final_clocks.png
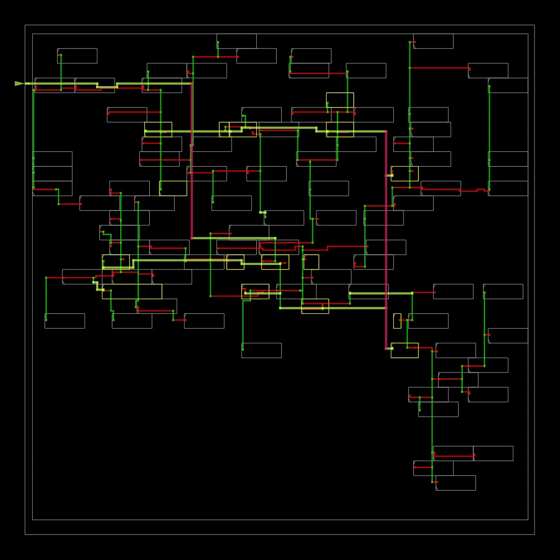
wire_density.png
The die is cut into 19 by 19 equal tiles; dark blue is low, red is high, scaled to the fullest tile. Values are wire area over tile area, all layers added.
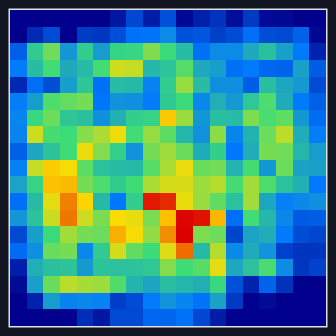
`config.mk`:
```
export PLATFORM = sky130hd
export DESIGN_NAME = load_ext_pipe
export DESIGN_NICKNAME = d
export VERILOG_FILES = /design/src/rtl/load_ext_pipe.sv
export SDC_FILE = /design/constraint.sdc
export NUM_CORES = 1
export LEC_CHECK = 0
export CAP_MARGIN = 25
export CORE_UTILIZATION = 50
export CTS_CLUSTER_SIZE = 30
export DETAILED_ROUTE_END_ITERATION = 10
export PLACE_DENSITY = 0.78
export SYNTH_ARGS = -nofsm -noshare
export SYNTH_HDL_FRONTEND = slang
export SYNTH_SLANG_ARGS = --single-unit
```
`constraint.sdc`:
```
create_clock -name clk -period 2.4 [get_ports clk]
set_input_delay 0.48 -clock clk [delete_from_list [all_inputs] [get_ports clk]]
set_output_delay 0.48 -clock clk [all_outputs]
set_load 0.05 [all_outputs]
```
`src/rtl/load_ext_pipe.sv`:
```
// Registered load extender for the MEM/WB boundary: picks a byte/half/word lane,
// zero/sign-extends it, and hands the result out through a 2-entry skid buffer.
module load_ext_pipe #(
    parameter int DATA_W = 32,
    parameter int TAG_W  = 5,
    localparam int AW    = $clog2(DATA_W/8)
) (
    input  logic              clk,
    input  logic              reset,
    input  logic              flush,
    input  logic              in_valid,
    output logic              in_ready,
    input  logic [DATA_W-1:0] in_data,
    input  logic [AW-1:0]     in_addr_lo,
    input  logic [2:0]        in_op,
    input  logic [TAG_W-1:0]  in_tag,
    output logic              out_valid,
    input  logic              out_ready,
    output logic [DATA_W-1:0] out_data,
    output logic [TAG_W-1:0]  out_tag,
    output logic              out_misalign
);
    typedef struct packed {
        logic [DATA_W-1:0] data;
        logic [TAG_W-1:0]  tag;
        logic              mis;
    } beat_t;

    typedef enum logic [1:0] {EMPTY, ONE, FULL} state_t;

    state_t state_q;
    beat_t  m_q, s_q, ext_d;
    logic   in_ready_q, out_valid_q;
    logic   acc, xfer;

    logic [DATA_W-1:0] byte_sh, half_sh;
    logic [AW-1:0]     half_addr;

    assign acc  = in_valid && in_ready_q;
    assign xfer = out_valid_q && out_ready;

    // Half lane is the byte address with bit 0 dropped; works for AW == 1 too.
    assign half_addr = in_addr_lo & ~(AW'(1));
    assign byte_sh   = in_data >> {in_addr_lo, 3'b000};
    assign half_sh   = in_data >> {half_addr, 3'b000};

    always_comb begin
        ext_d      = '0;
        ext_d.tag  = in_tag;
        case (in_op)
            3'b000: begin
                if (in_addr_lo != '0) ext_d.mis  = 1'b1;
                else                  ext_d.data = in_data;
            end
            3'b001: ext_d.data = {{(DATA_W-8){byte_sh[7]}}, byte_sh[7:0]};
            3'b010: ext_d.data = {{(DATA_W-8){1'b0}}, byte_sh[7:0]};
            3'b011: begin
                if (in_addr_lo[0]) ext_d.mis  = 1'b1;
                else               ext_d.data = {{(DATA_W-16){half_sh[15]}}, half_sh[15:0]};
            end
            3'b100: begin
                if (in_addr_lo[0]) ext_d.mis  = 1'b1;
                else               ext_d.data = {{(DATA_W-16){1'b0}}, half_sh[15:0]};
            end
            3'b101: ext_d.data = {in_data[DATA_W/2-1:0], {(DATA_W/2){1'b0}}};
            default: ext_d.data = '1;
        endcase
    end

    always_ff @(posedge clk) begin
        if (!reset) begin
            state_q     <= EMPTY;
            m_q         <= '0;
            s_q         <= '0;
            in_ready_q  <= 1'b1;
            out_valid_q <= 1'b0;
        end else if (flush) begin
            state_q     <= EMPTY;
            in_ready_q  <= 1'b1;
            out_valid_q <= 1'b0;
        end else begin
            case (state_q)
                EMPTY: if (acc) begin
                    m_q         <= ext_d;
                    state_q     <= ONE;
                    out_valid_q <= 1'b1;
                end
                ONE: begin
                    if (acc && xfer) begin
                        m_q <= ext_d;
                    end else if (acc) begin
                        s_q        <= ext_d;
                        state_q    <= FULL;
                        in_ready_q <= 1'b0;
                    end else if (xfer) begin
                        state_q     <= EMPTY;
                        out_valid_q <= 1'b0;
                    end
                end
                FULL: if (xfer) begin
                    m_q        <= s_q;
                    state_q    <= ONE;
                    in_ready_q <= 1'b1;
                end
                default: begin
                    state_q     <= EMPTY;
                    in_ready_q  <= 1'b1;
                    out_valid_q <= 1'b0;
                end
            endcase
        end
    end

    assign in_ready     = in_ready_q;
    assign out_valid    = out_valid_q;
    assign out_data     = m_q.data;
    assign out_tag      = m_q.tag;
    assign out_misalign = m_q.mis;
endmodule

```
==> README.md <==
| Parameter | Value | Unit |
| --- | --- | --- |
| Status | completed | - |
| Synth top area cells | dfxtp_1, nand2_1, a21oi_1, o21ai_0, o211ai_1 | - |
| Routability-driven placement congestion ratio | 0.928 | - |
| Synthesis-stage register bit count | 80 | - |
| Nets | 673 | - |
| RSZ-0062 raised after global routing | no | - |
| Most frequent logic cell in the layout | clkdlybuf4s50_1 | - |
| Number of global-route vias before repair | 4218 | - |
| Clock tree from TritonCTS | done | - |
| Worst EP arrival | 2.46 | ns |
| Worst path slowest cell | clkdlybuf4s50_1 | - |
| Post-synth tally of flip-flops with integrated enable | 0 | - |
| Most frequent cells in the layout | clkdlybuf4s50_1, dfxtp_1, nand2_1 | - |
| Transition time at the pin with the least slew margin | 0.645 | ns |
| Global-route wire length before repair | 20700 | um |
| Chip Area, Yosys | 0.00424 | sq mm |
| Startpoint Class | input port | - |
| Starting DRC count in detailed routing | 458 | - |
| Tool warnings | 26 | - |
| Worst setup slack after placement | -0.0823 | ns |
| Core footprint | 0.00822 | sq mm |
| Clock root buffer master | clkbuf_8 | - |
| R2r setup slk | 0.35 | ns |
| Final routed DRC violation total | 0 | - |
| Clock insertion delay at the later pin of the skew report | 0.35 | ns |
| Crit-path cells | clkdlybuf4s50_1, buf_4, nor4_2, buf_4, nand2_1, a211oi_1, buf_4, o221ai_1, nand2_1 | - |
| Die area | 0.00886 | sq mm |
| Min Hold Slack | 0.444 | ns |
| Max IR drop VDD | 0.514 | mV |
| Share of the core filled by cells before placement | 51.6 | % |
| Async set or reset register ratio after synthesis | 0 | % |
| Total number of vias | 4538 | - |
| Horizontal die dimension | 94.1 | um |
| Fraction of the core area covered by cells at the end of the flow | 69.0 | % |
| Non-filler cells, final | 736 | - |
| DRT Pass-1 Iters | 5 | - |
| Final non-filler cell area | 0.00567 | sq mm |
| Required @ worst endpoint | 2.70 | ns |
| Detail Placement HPWL | 9200 | um |
| # IOs | 87 | - |
| Number of nets with antenna violations after routing | 0 | - |
| Kind of path behind the tightest hold check | flip-flop to flip-flop | - |
| Worst slew slack as a fraction of its limit | 56.9 | % |
| Leakage power | 2.19 | nW |
| Total placed instance area | 0.00547 | sq mm |
| Setup TNS after final layout | 0 | ns |
| Cell area after synthesis | 0.00424 | sq mm |
| Number of slew-limit violations in the final report | 0 | - |
| Overall power after layout | 3.26 | mW |
| Antenna violations before repair | 0 | - |
| Seq share, synth | 37.7 | % |
| CP Capture Type | flip-flop | - |
| Reg2reg end | out_data[27] | - |
| CTS hold repair buffers | 0 | - |
| Worst r2r src | state_q[0] | - |
| Layout Area Growth over Synthesis | 33.7 | % |
| Number of cells in Yosys stat | 523 | - |
| Number of buffers inserted to repair setup after CTS | 0 | - |
| Routed length per instance | 17.5 | um |
| Final cycle utilization of the critical path | 90.3 | % |
| Maximum clock rate | 461 | MHz |
| Hold Path Stages | 2 | - |
| Top-area cell type share of the netlist area | 37.7 | % |
Back to the opening pictures, final_clocks.png:
Clock Skews: 0.00746 ns
TritonCTS Buffers: 9
flip-flop and latch count: 80
Clock Sinks: 80

Back to the opening pictures, wire_density.png:
tiles over half the peak	31%
densest ninth of the die	center
emptiest ninth of the die	south-east

==> cell type report <==
type	count	area (sq um)
clock buffers	12	155
clock inverters	4	51.3
fillers	661	2540
inverters	8	30.0
multi-input cells	391	2400
flip-flops and latches	80	1600
well taps	105	131
repair buffers	136	1310
==> cells by family after synthesis <==
| family | share of synthesized area [%] |
|---|---|
| flops | 37.7 |
| compound gates | 32.6 |
| buf+inv | 6.16 |
| mux | 4.36 |
| xor+xnor | 0.206 |
| simple gates | 18.9 |
==> where the power goes <==
| part | switching [mW] | leakage [nW] | internal (mW) |
|---|---|---|---|
| Sequential | 0.0391 | 0.652 | 1.39 |
| Clock | 0.495 | 0.103 | 0.540 |
| Combinational | 0.465 | 1.44 | 0.327 |
| Total | 0.999 | 2.19 | 2.26 |
==> registers in the layout (all words and copies together) (netlist names) <==
register	count
out_data	32
out_tag	5
in_ready	1
s_q	38
out_valid	1
out_misalign	1
state_q	2
==> cells in the mapped netlist, types with 5 or more instances <==
master and n:
a211oi_1 7, nand2_1 67, a22oi_1 20, and3_1 5, a21boi_0 6, a21oi_1 44
o21ai_0 39, inv_1 7, o211ai_1 22, nor2b_1 5, buf_6 5, nand3_1 12
a31oi_1 23, dfxtp_1 80, buf_2 11, nand2b_1 9, o221ai_1 11, mux2i_1 14
nor2_1 36, o22ai_1 7, clkbuf_1 23, o211a_1 5
==> per-layer routing <==
| layer | up-vias | wire (um) | global-route usage, % | part of all wire, % |
|---|---|---|---|---|
| met4 | 0 | 317 | 8.97 | 2.5 |
| met2 | 194 | 6280 | 51.5 | 49 |
| li1 | 2154 | - | - | - |
| met5 | - | 0 | 0 | 0 |
| met1 | 2170 | 5440 | 37.8 | 42 |
| met3 | 20 | 840 | 6.72 | 6.5 |
==> critical path, delay by kind of cell <==
| family | cells | cell delay (ns) |
|---|---|---|
| AOI/OAI and AO/OA | 2 | 0.44 |
| buffers and inverters | 4 | 1.10 |
| and+or+nand+nor | 3 | 0.44 |
==> worst max path at each step <==
stage                        startpoint           end  slack (ns)  cells past startpoint
after floorplan               out_valid  out_data[16]        0.46                      6
after global placement    in_addr_lo[1]   out_data[0]       -0.05                      7
after detailed placement  in_addr_lo[0]  out_data[10]       -0.08                      9
after CTS                 in_addr_lo[0]  out_data[10]        0.27                      9
after global routing      in_addr_lo[0]  out_data[10]        0.12                      9
final                     in_addr_lo[0]  out_data[10]        0.23                      9
Power figures rest on the tool's default switching activity, not on a simulated workload.
